**Nets reached from selected ports**

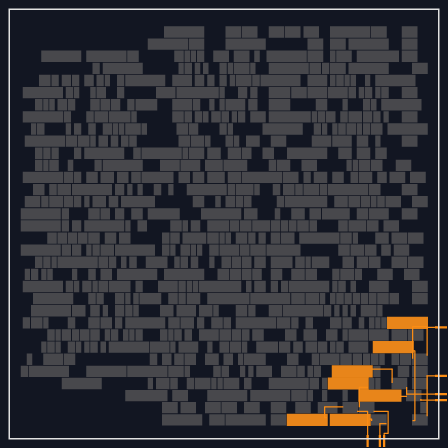
**Placed standard cells**

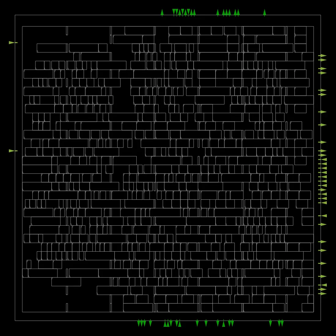
**Signal wires on met2**

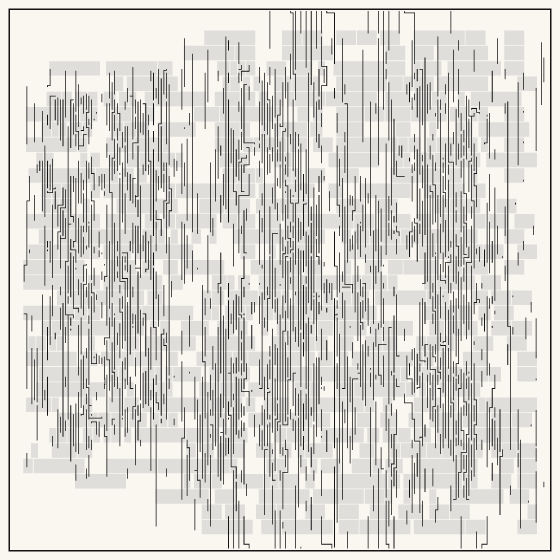
**Met3 routing**

Scale bar: 20 um.
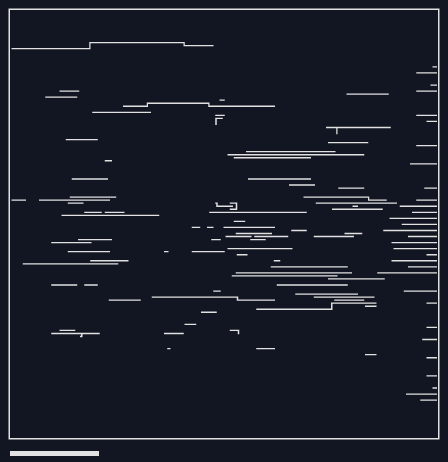
$ cat src/rtl/bcd_count_digits_if.sv
// Control inputs and count/segment outputs of the BCD digit counter.
interface bcd_count_digits_if;
  logic        en;
  logic        up_down;
  logic        clear;
  logic        load;
  logic [15:0] load_val;
  logic [15:0] count_bcd;
  logic        wrap;
  logic [6:0]  seg_data_0;
  logic [6:0]  seg_data_1;
  logic [6:0]  seg_data_2;
  logic [6:0]  seg_data_3;

  modport master (
    output en, up_down, clear, load, load_val,
    input  count_bcd, wrap, seg_data_0, seg_data_1, seg_data_2, seg_data_3
  );

  modport slave (
    input  en, up_down, clear, load, load_val,
    output count_bcd, wrap, seg_data_0, seg_data_1, seg_data_2, seg_data_3
  );
endinterface

$ cat src/rtl/bcd_count_digits.sv
// Four-digit packed-BCD up/down counter with prescaler, wrap pulse and a
// registered active-low seven-segment decode per digit ({g,f,e,d,c,b,a}).
module bcd_count_digits #(
  parameter int unsigned TICK_DIV  = 50_000_000,
  parameter logic [15:0] MAX_COUNT = 16'h9675
) (
  input logic               clk,
  input logic               rst_n,
  bcd_count_digits_if.slave bus
);

  localparam logic [25:0] PRESC_LAST = 26'(TICK_DIV - 1);
  localparam logic [6:0]  SEG_ZERO   = 7'b1000000;

  logic [25:0]     presc_q;
  logic [15:0]     count_q;
  logic            wrap_q;
  logic [3:0][6:0] seg_q;

  logic            step;
  logic            load_ok;
  logic            at_wrap;
  logic [15:0]     step_val;

  function automatic logic [15:0] bcd_inc(input logic [15:0] v);
    logic [15:0] r;
    logic        carry;
    r     = v;
    carry = 1'b1;
    for (int unsigned i = 0; i < 4; i++) begin
      if (carry) begin
        if (v[i*4 +: 4] == 4'd9) begin
          r[i*4 +: 4] = 4'd0;
        end else begin
          r[i*4 +: 4] = v[i*4 +: 4] + 4'd1;
          carry       = 1'b0;
        end
      end
    end
    return r;
  endfunction

  function automatic logic [15:0] bcd_dec(input logic [15:0] v);
    logic [15:0] r;
    logic        borrow;
    r      = v;
    borrow = 1'b1;
    for (int unsigned i = 0; i < 4; i++) begin
      if (borrow) begin
        if (v[i*4 +: 4] == 4'd0) begin
          r[i*4 +: 4] = 4'd9;
        end else begin
          r[i*4 +: 4] = v[i*4 +: 4] - 4'd1;
          borrow      = 1'b0;
        end
      end
    end
    return r;
  endfunction

  function automatic logic bcd_valid(input logic [15:0] v);
    logic ok;
    ok = 1'b1;
    for (int unsigned i = 0; i < 4; i++) begin
      if (v[i*4 +: 4] > 4'd9) ok = 1'b0;
    end
    return ok;
  endfunction

  function automatic logic [6:0] seg_decode(input logic [3:0] d);
    logic [6:0] s;
    case (d)
      4'd0:    s = 7'b1000000;
      4'd1:    s = 7'b1111001;
      4'd2:    s = 7'b0100100;
      4'd3:    s = 7'b0110000;
      4'd4:    s = 7'b0011001;
      4'd5:    s = 7'b0010010;
      4'd6:    s = 7'b0000010;
      4'd7:    s = 7'b1111000;
      4'd8:    s = 7'b0000000;
      4'd9:    s = 7'b0010000;
      default: s = 7'b1111111;
    endcase
    return s;
  endfunction

  // With every nibble <= 9, packed BCD orders the same as plain binary.
  always_comb begin
    step     = bus.en && (presc_q == PRESC_LAST);
    load_ok  = bcd_valid(bus.load_val) && (bus.load_val <= MAX_COUNT);
    at_wrap  = bus.up_down ? (count_q == MAX_COUNT) : (count_q == '0);
    step_val = '0;
    if (bus.up_down) begin
      step_val = at_wrap ? '0 : bcd_inc(count_q);
    end else begin
      step_val = at_wrap ? MAX_COUNT : bcd_dec(count_q);
    end
  end

  // An invalid load still blocks the step and freezes the prescaler that edge.
  always_ff @(posedge clk or negedge rst_n) begin
    if (!rst_n) begin
      presc_q <= '0;
      count_q <= '0;
      wrap_q  <= 1'b0;
    end else begin
      wrap_q <= 1'b0;
      if (bus.clear) begin
        presc_q <= '0;
        count_q <= '0;
      end else if (bus.load) begin
        if (load_ok) begin
          presc_q <= '0;
          count_q <= bus.load_val;
        end
      end else if (step) begin
        presc_q <= '0;
        count_q <= step_val;
        wrap_q  <= at_wrap;
      end else if (bus.en) begin
        presc_q <= presc_q + 26'd1;
      end
    end
  end

  always_ff @(posedge clk or negedge rst_n) begin
    if (!rst_n) begin
      seg_q <= {4{SEG_ZERO}};
    end else begin
      seg_q[0] <= seg_decode(count_q[15:12]);
      seg_q[1] <= seg_decode(count_q[11:8]);
      seg_q[2] <= seg_decode(count_q[7:4]);
      seg_q[3] <= seg_decode(count_q[3:0]);
    end
  end

  assign bus.count_bcd  = count_q;
  assign bus.wrap       = wrap_q;
  assign bus.seg_data_0 = seg_q[0];
  assign bus.seg_data_1 = seg_q[1];
  assign bus.seg_data_2 = seg_q[2];
  assign bus.seg_data_3 = seg_q[3];

endmodule

$ cat src/flat_wrapper.sv
// flat-port wrapper written by rule: the top's interface ports become plain ports
module bcd_count_digits_flat 
#(
  parameter int unsigned TICK_DIV  = 50_000_000,
  parameter logic [15:0] MAX_COUNT = 16'h9675
)
  (clk, rst_n, bus_en, bus_up_down, bus_clear, bus_load, bus_load_val, bus_count_bcd, bus_wrap, bus_seg_data_0, bus_seg_data_1, bus_seg_data_2, bus_seg_data_3);
  bcd_count_digits_if bus_i ();
  input logic clk;
  input logic rst_n;
  input wire logic [$bits(bus_i.en)-1:0] bus_en;
  input wire logic [$bits(bus_i.up_down)-1:0] bus_up_down;
  input wire logic [$bits(bus_i.clear)-1:0] bus_clear;
  input wire logic [$bits(bus_i.load)-1:0] bus_load;
  input wire logic [$bits(bus_i.load_val)-1:0] bus_load_val;
  output wire logic [$bits(bus_i.count_bcd)-1:0] bus_count_bcd;
  output wire logic [$bits(bus_i.wrap)-1:0] bus_wrap;
  output wire logic [$bits(bus_i.seg_data_0)-1:0] bus_seg_data_0;
  output wire logic [$bits(bus_i.seg_data_1)-1:0] bus_seg_data_1;
  output wire logic [$bits(bus_i.seg_data_2)-1:0] bus_seg_data_2;
  output wire logic [$bits(bus_i.seg_data_3)-1:0] bus_seg_data_3;
  assign bus_i.en = bus_en;
  assign bus_i.up_down = bus_up_down;
  assign bus_i.clear = bus_clear;
  assign bus_i.load = bus_load;
  assign bus_i.load_val = bus_load_val;
  assign bus_count_bcd = bus_i.count_bcd;
  assign bus_wrap = bus_i.wrap;
  assign bus_seg_data_0 = bus_i.seg_data_0;
  assign bus_seg_data_1 = bus_i.seg_data_1;
  assign bus_seg_data_2 = bus_i.seg_data_2;
  assign bus_seg_data_3 = bus_i.seg_data_3;
  bcd_count_digits #(.TICK_DIV(TICK_DIV), .MAX_COUNT(MAX_COUNT)) u_core (.clk(clk), .rst_n(rst_n), .bus(bus_i));
endmodule
$ cat config.mk
export PLATFORM = sky130hd
export DESIGN_NAME = bcd_count_digits_flat
export DESIGN_NICKNAME = d
export VERILOG_FILES = /design/src/rtl/bcd_count_digits_if.sv /design/src/rtl/bcd_count_digits.sv /design/src/flat_wrapper.sv
export SDC_FILE = /design/constraint.sdc
export NUM_CORES = 1
export LEC_CHECK = 0
export CORE_MARGIN = 2
export CORE_UTILIZATION = 55
export DETAILED_ROUTE_END_ITERATION = 16
export HOLD_SLACK_MARGIN = 0.03
export PLACE_DENSITY = 0.8
export SLEW_MARGIN = 15
export SYNTH_ARGS = -nofsm -noshare
export SYNTH_HDL_FRONTEND = slang
export SYNTH_SLANG_ARGS = --single-unit
$ cat constraint.sdc
create_clock -name clk -period 2.6 [get_ports clk]
set_input_delay 0.26 -clock clk [delete_from_list [all_inputs] [get_ports clk]]
set_output_delay 0.26 -clock clk [all_outputs]
set_load 0.05 [all_outputs]
==> out/metrics.yaml <==
cells_and_area:
  nets: 691
  antenna_cells: 0
  flop_area_um2: 1790
  layout.area.comb_um2: 2700
setup_path:
  arrival_ps: 2720
  crit_type: "register to register"
  end_kind: "register"
  reg2reg_from: "u_core.bus.count_bcd[5]"
  cp-startpoint: "u_core.bus.count_bcd[5]"
power_and_ir_drop:
  finalPower_mw: 4.75
  swShare_pct: 45.1
  pwr-share-clk_pct: 16.2
  switching_power_mw: 2.14
die:
  die_w_um: 96.1
  chipArea_um2: 9230
  fp_util_pct: 56.7
yosys:
  synthDistinctLibCells: 70
  mux_share_pct: 2.55
  synthAoiAreaFrac_pct: 22.1
  ff_type: "dfrtp_1"
  netlist_area_um2: 4660
  edf_count: 0
  simple_gate_share_pct: 25.6
  synth_flops: 71
  synth.logic.top_family: "simple AND/OR/NAND/NOR gates"
  yosys_area_um2: 4660
timing:
  maxClockFrequency_mhz: 402
  setup_ws_ps: 109
  fin_crit_sh_pct: 95.8
  tns_ps: 0
  maxSlewViolCount: 0
  worstMarginPinSlew_ps: 658
job:
  warnings: 41
global_routing:
  antenna_found_initial: 0
  grt_pass1_vias: 4351
  grt_pass1_wl_um: 21000
routing:
  drtIter0Drc: 452
  vias_per_cell: 6.23
  drt_wl_total_um: 12800
run_status:
  status: "completed"
clock_tree:
  clock_sinks: 71
  cts_made_buffers: 9
  htree_levels: 3
placement:
  placed_area_um2: 5670
  hpwlAfterDp_um: 9270
-- 'nets reached from selected ports' (at the start) --
port	color	bits	direction	end cells	wire
bus_seg_data_0	orange	7	output	7	103 um
num ports: 67
port buffer count: 66

-- 'placed standard cells' (at the start) --
Tapcells: 105
row count: 33

-- 'signal wires on met2' (at the start) --
nets with wire on the layer	586
main direction	vertical
longest straight run	39.9 um
wire length on this layer	6350 um
share of all routed wire	50%

-- 'met3 routing' (at the start) --
wire length on this layer	930 um
share of all routed wire	7.2%
longest straight run	30.4 um
main direction	horizontal

registers in the layout (all words and copies together) (netlist names):
signal	cells
u_core.bus.wrap	1
u_core.bus.seg_data_0	7
u_core.bus.count_bcd	16
u_core.bus.seg_data_1	7
u_core.presc_q	26
u_core.bus.seg_data_3	7
u_core.bus.seg_data_2	7
worst max-delay path, stage by stage, from the launching register on:
cell and delay [ps]:
dfrtp_2 400, inv_1 130, ha_1 200, or3b_2 520, nor4_4 440, nor2_4 120
a31oi_2 210, o21ai_1 80, mux2_4 270
kinds of logic (layout without fill, tap and decap cells):
group,count (synthesis),in the layout
buffers and inverters,50,144
adder cells (fa/ha/maj),24,24
XOR/XNOR,4,4
multiplexers,11,11
AND/OR/NAND/NOR,228,228
AND-OR/OR-AND,167,167
flip-flops,71,71
final cells by class:
type                    instances  share of cell area (%)
clock buffers                  11                    2.41
clock inverters                 4                   0.384
well taps                     105                    2.24
multi-input cells             434                    46.0
inverters                      18                    1.15
repair buffers                111                    17.4
flip-flops and latches         71                    30.4
power groups by stage:
stage / Sequential [mW] / Combinational, mW / Clock (mW)
detailed placement: 1.47 / 2.51 / 0
CTS: 1.44 / 2.52 / 0.777
global route: 1.47 / 2.71 / 0.835
finish: 1.44 / 2.53 / 0.769
global placement: 1.46 / 2.47 / 0
floorplan: 2.28 / 0.828 / 0
synthesized netlist by cell type (all sizes together), types with 3 or more instances:
master / number
nor3: 11
a221oi: 3
nand2: 56
clkbuf: 24
inv: 17
nand3: 18
and3: 12
dfrtp: 67
or3: 6
nor2: 58
a21oi: 44
nand4b: 5
nand4: 10
ha: 24
a211oi: 4
o31ai: 10
o41ai: 6
nor4: 10
buf: 8
or3b: 3
mux2i: 7
nand2b: 10
mux2: 4
o21ai: 64
and2: 4
dfstp: 4
or4: 6
a2bb2oi: 3
o21a: 3
a31oi: 13
or2: 7
nor3b: 3
timing repair:
| action | in CTS | in global routing |
|---|---|---|
| resized | 0 | 5 |
| hold buffers | 1 | 0 |
| endpoints found under the hold margin | 67 | 0 |
| setup endpoints to repair | 0 | 8 |
metrics by stage:
stage,utilization (%),hold slack [ps]
2_1_floorplan,-,-35.6
3_3_place_gp,69.1,315
3_5_place_dp,69.1,328
4_1_cts,71.2,484
5_1_grt,71.4,523
6_report,71.4,472
path summary, 6_finish.rpt:
check                           slack, ps  depth (start not counted)                       end
worst max-delay path                  110                          8  u_core.bus.count_bcd[10]
worst min-delay path                  470                          3  u_core.bus.seg_data_0[4]
worst max register to register        110                          8  u_core.bus.count_bcd[10]
worst min register to register        510                          1        u_core.presc_q[13]
max in group asynchronous            1690                          3   u_core.bus.count_bcd[1]
min in group clk                      510                          1        u_core.presc_q[13]
per-layer routing:
layer	global-route usage [%]	share of wire [%]	vias up
met5	0	0	-
met4	7.74	1.1	0
met3	4.62	7.3	13
met2	49.0	50	200
met1	39.2	42	2276
li1	-	-	2205
Power and IR drop assume default switching activity.
